===== config.mk =====
export PLATFORM = sky130hd
export DESIGN_NAME = exec_unit
export DESIGN_NICKNAME = d
export VERILOG_FILES = /design/src/rtl/exec_unit.sv
export SDC_FILE = /design/constraint.sdc
export NUM_CORES = 1
export LEC_CHECK = 0
export ABC_AREA = 1
export CAP_MARGIN = 20
export CORE_AREA = 2 2 68 70
export DETAILED_ROUTE_END_ITERATION = 12
export DIE_AREA = 0 0 70 72
export PLACE_DENSITY = 0.76
export SETUP_SLACK_MARGIN = 0.1
export SLEW_MARGIN = 20
export SYNTH_ARGS = -nofsm -noshare
export SYNTH_HDL_FRONTEND = slang
export SYNTH_SLANG_ARGS = --single-unit

===== constraint.sdc =====
create_clock -name CLK -period 2.2 [get_ports CLK]
set_input_delay 0.22 -clock CLK [delete_from_list [all_inputs] [get_ports CLK]]
set_output_delay 0.22 -clock CLK [all_outputs]
set_load 0.05 [all_outputs]

===== src/rtl/exec_unit.sv =====
// exec_unit: execute stage of the 8-bit accumulator CPU.
// Accepts one decoded instruction (opcode + effective address) per
// valid/ready handshake, performs the operand read or store against the
// external 16x8 memory, updates AC / E / Z and pulses done on retire.
// Optional feature macro: EXEC_CLA_EN (opcode 111 clears AC when defined,
// behaves as a NOP with normal EX timing when undefined).
module exec_unit #(
   parameter int DATA_W = 8,
   parameter int ADDR_W = 4
) (
   input  logic              CLK,
   input  logic              RST_N,
   input  logic              dec_valid,
   output logic              dec_ready,
   input  logic [2:0]        dec_opcode,
   input  logic [ADDR_W-1:0] dec_addr,
   output logic              mem_rd,
   output logic              mem_wr,
   output logic [ADDR_W-1:0] mem_addr,
   output logic [DATA_W-1:0] mem_wdata,
   input  logic [DATA_W-1:0] mem_rdata,
   output logic [DATA_W-1:0] ac,
   output logic              e_flag,
   output logic              z_flag,
   output logic              done
);

   localparam logic [2:0] OP_ADD = 3'b000;
   localparam logic [2:0] OP_SUB = 3'b001;
   localparam logic [2:0] OP_XOR = 3'b010;
   localparam logic [2:0] OP_SHL = 3'b011;
   localparam logic [2:0] OP_LDA = 3'b100;
   localparam logic [2:0] OP_STA = 3'b101;
   localparam logic [2:0] OP_CMA = 3'b110;
   localparam logic [2:0] OP_CLA = 3'b111;

   typedef enum logic [1:0] {
      S_IDLE = 2'd0,
      S_RD   = 2'd1,
      S_EX   = 2'd2,
      S_WR   = 2'd3
   } state_t;

   state_t              state_reg, state_next;
   logic [2:0]          opcode_reg;
   logic [ADDR_W-1:0]   addr_reg;
   logic [DATA_W-1:0]   ac_reg, ac_next;
   logic                e_reg, e_next;
   logic                z_reg;
   logic                ac_load;
   logic                done_reg;
   logic [DATA_W:0]     sum;

   // State register, instruction latch and retire pulse
   always_ff @(posedge CLK or negedge RST_N) begin
      if (!RST_N) begin
         state_reg  <= S_IDLE;
         opcode_reg <= '0;
         addr_reg   <= '0;
         done_reg   <= 1'b0;
      end else begin
         state_reg <= state_next;
         done_reg  <= (state_reg == S_EX) || (state_reg == S_WR);
         if (state_reg == S_IDLE && dec_valid) begin
            opcode_reg <= dec_opcode;
            addr_reg   <= dec_addr;
         end
      end
   end

   // Next-state: IDLE dispatches by opcode class, all other states are one cycle
   always_comb begin
      state_next = state_reg;
      unique case (state_reg)
         S_IDLE: begin
            if (dec_valid) begin
               unique case (dec_opcode)
                  OP_ADD, OP_SUB, OP_XOR, OP_LDA: state_next = S_RD;
                  OP_STA:                         state_next = S_WR;
                  default:                        state_next = S_EX;
               endcase
            end
         end
         S_RD:    state_next = S_EX;
         S_EX:    state_next = S_IDLE;
         S_WR:    state_next = S_IDLE;
         default: state_next = S_IDLE;
      endcase
   end

   // Outputs decoded from state only, so both strobes drop with an async reset
   always_comb begin
      dec_ready = (state_reg == S_IDLE);
      mem_rd    = (state_reg == S_RD);
      mem_wr    = (state_reg == S_WR);
   end

   // Result computation; mem_rdata is valid in EX for memory-operand opcodes
   always_comb begin
      ac_next = ac_reg;
      e_next  = e_reg;
      ac_load = 1'b0;
      sum     = {1'b0, ac_reg} + {1'b0, mem_rdata};
      if (state_reg == S_EX) begin
         unique case (opcode_reg)
            OP_ADD: begin
               ac_next = sum[DATA_W-1:0];
               e_next  = sum[DATA_W];
               ac_load = 1'b1;
            end
            OP_SUB: begin
               ac_next = ac_reg - mem_rdata;
               e_next  = (ac_reg >= mem_rdata);
               ac_load = 1'b1;
            end
            OP_XOR: begin
               ac_next = ac_reg ^ mem_rdata;
               ac_load = 1'b1;
            end
            OP_SHL: begin
               ac_next = {ac_reg[DATA_W-2:0], 1'b0};
               e_next  = ac_reg[DATA_W-1];
               ac_load = 1'b1;
            end
            OP_LDA: begin
               ac_next = mem_rdata;
               ac_load = 1'b1;
            end
            OP_CMA: begin
               ac_next = ~ac_reg;
               ac_load = 1'b1;
            end
            OP_CLA: begin
`ifdef EXEC_CLA_EN
               ac_next = '0;
               ac_load = 1'b1;
`else
               ac_load = 1'b0;
`endif
            end
            default: ac_load = 1'b0;
         endcase
      end
   end

   // Accumulator and flags; Z follows every AC write, STA/NOP leave all untouched
   always_ff @(posedge CLK or negedge RST_N) begin
      if (!RST_N) begin
         ac_reg <= '0;
         e_reg  <= 1'b0;
         z_reg  <= 1'b1;
      end else if (ac_load) begin
         ac_reg <= ac_next;
         e_reg  <= e_next;
         z_reg  <= (ac_next == '0);
      end
   end

   assign mem_addr  = addr_reg;
   assign mem_wdata = ac_reg;
   assign ac        = ac_reg;
   assign e_flag    = e_reg;
   assign z_flag    = z_reg;
   assign done      = done_reg;

endmodule


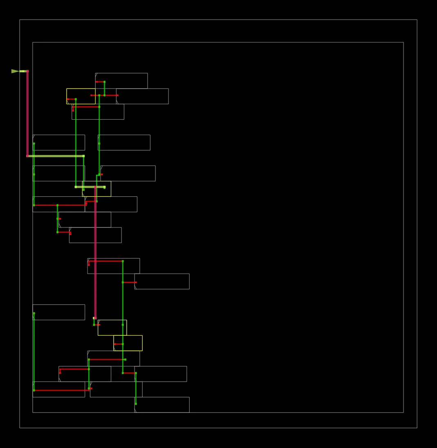
Figure 1: clock routing.
Clock buffer cells: 4
num sequential: 20
Clock Skews: 0.003194 ns
CTS Sinks: 20
Latency at later pin: 0.26 ns

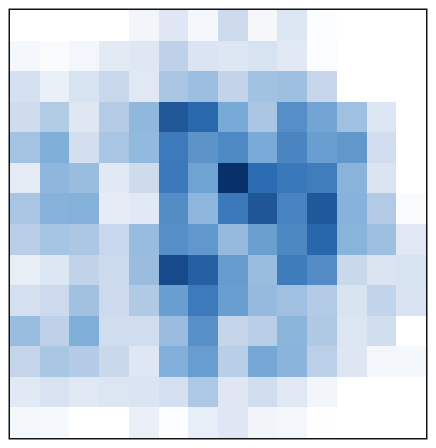
Figure 2: wiring heat map.
The die is cut into 14 by 14 equal tiles; white is low, dark blue is high, scaled to the fullest tile. Values are wire area over tile area, all layers added.
tiles over half the peak: 19%
mean over tiles: 0.17
emptiest ninth of the die: south-east
densest ninth of the die: centre
nearly empty tiles: 14%
DR vias: 2,187
Routed Wire Length: 5.408 mm

==> ci_impl_report.md <==
### Metrics collected by this job

| Metric | Value |
|---|---|
| Final ANT Viol Nets | `0` |
| TritonCTS Buffers | `3` |
| Worst EP required | `2.39 ns` |
| Adder Area Share | `0.1246` |
| Placed cell area | `2664 um^2` |
| Met3 routed WL | `354 um` |
| Top power group | `combinational logic` |
| Vias per inst | `5.110` |
| Die H | `72 um` |
| Post-cts repair resize count | `0` |
| GPL Wtd Cong | `0.9291` |
| Status | `completed` |
| Synth unique cells | `35` |
| GRT met2 Usage | `0.3831` |
| Top Layout Cells | `nand2_1 (85), inv_1 (47), clkdlybuf4s50_1 (43), nand3_1 (40)` |
| Critical Path AT | `2.16 ns` |
| Fillers | `405` |
| Unrepaired setup endpoints after global routing | `yes` |
| Hold-fix buffers at CTS | `0` |
| Area leader, netlist | `dfrtp_1` |
| Synth top area cells | `dfrtp_1 (23%), nand2_1 (15%), ha_1 (10%), nand3_1 (9.5%), inv_1 (8.5%)` |
| PwrDens | `1403 nW/um^2` |
==> worst paths after layout <==
check / startpoint / end / cells after the start
min in group CLK: z_flag / z_flag / 2
setup / recovery: ac[0] / z_flag / 13
hold / removal: RST_N / ac[5] / 2
hold reg to reg: z_flag / z_flag / 2
setup reg to reg: ac[0] / z_flag / 13
max in group asynchronous: RST_N / z_flag / 2
==> cell type report <==
class	instances	area, um^2	area share
Multi-Input combinational cell	230	1299	0.4720
Timing Repair Buffer	70	633.1	0.2301
Sequential cell	20	504.2	0.1833
Inverter	52	195.2	0.07094
Tap cell	52	65.06	0.02365
Clock buffer	4	55.05	0.02001
Power and IR drop assume default switching activity.
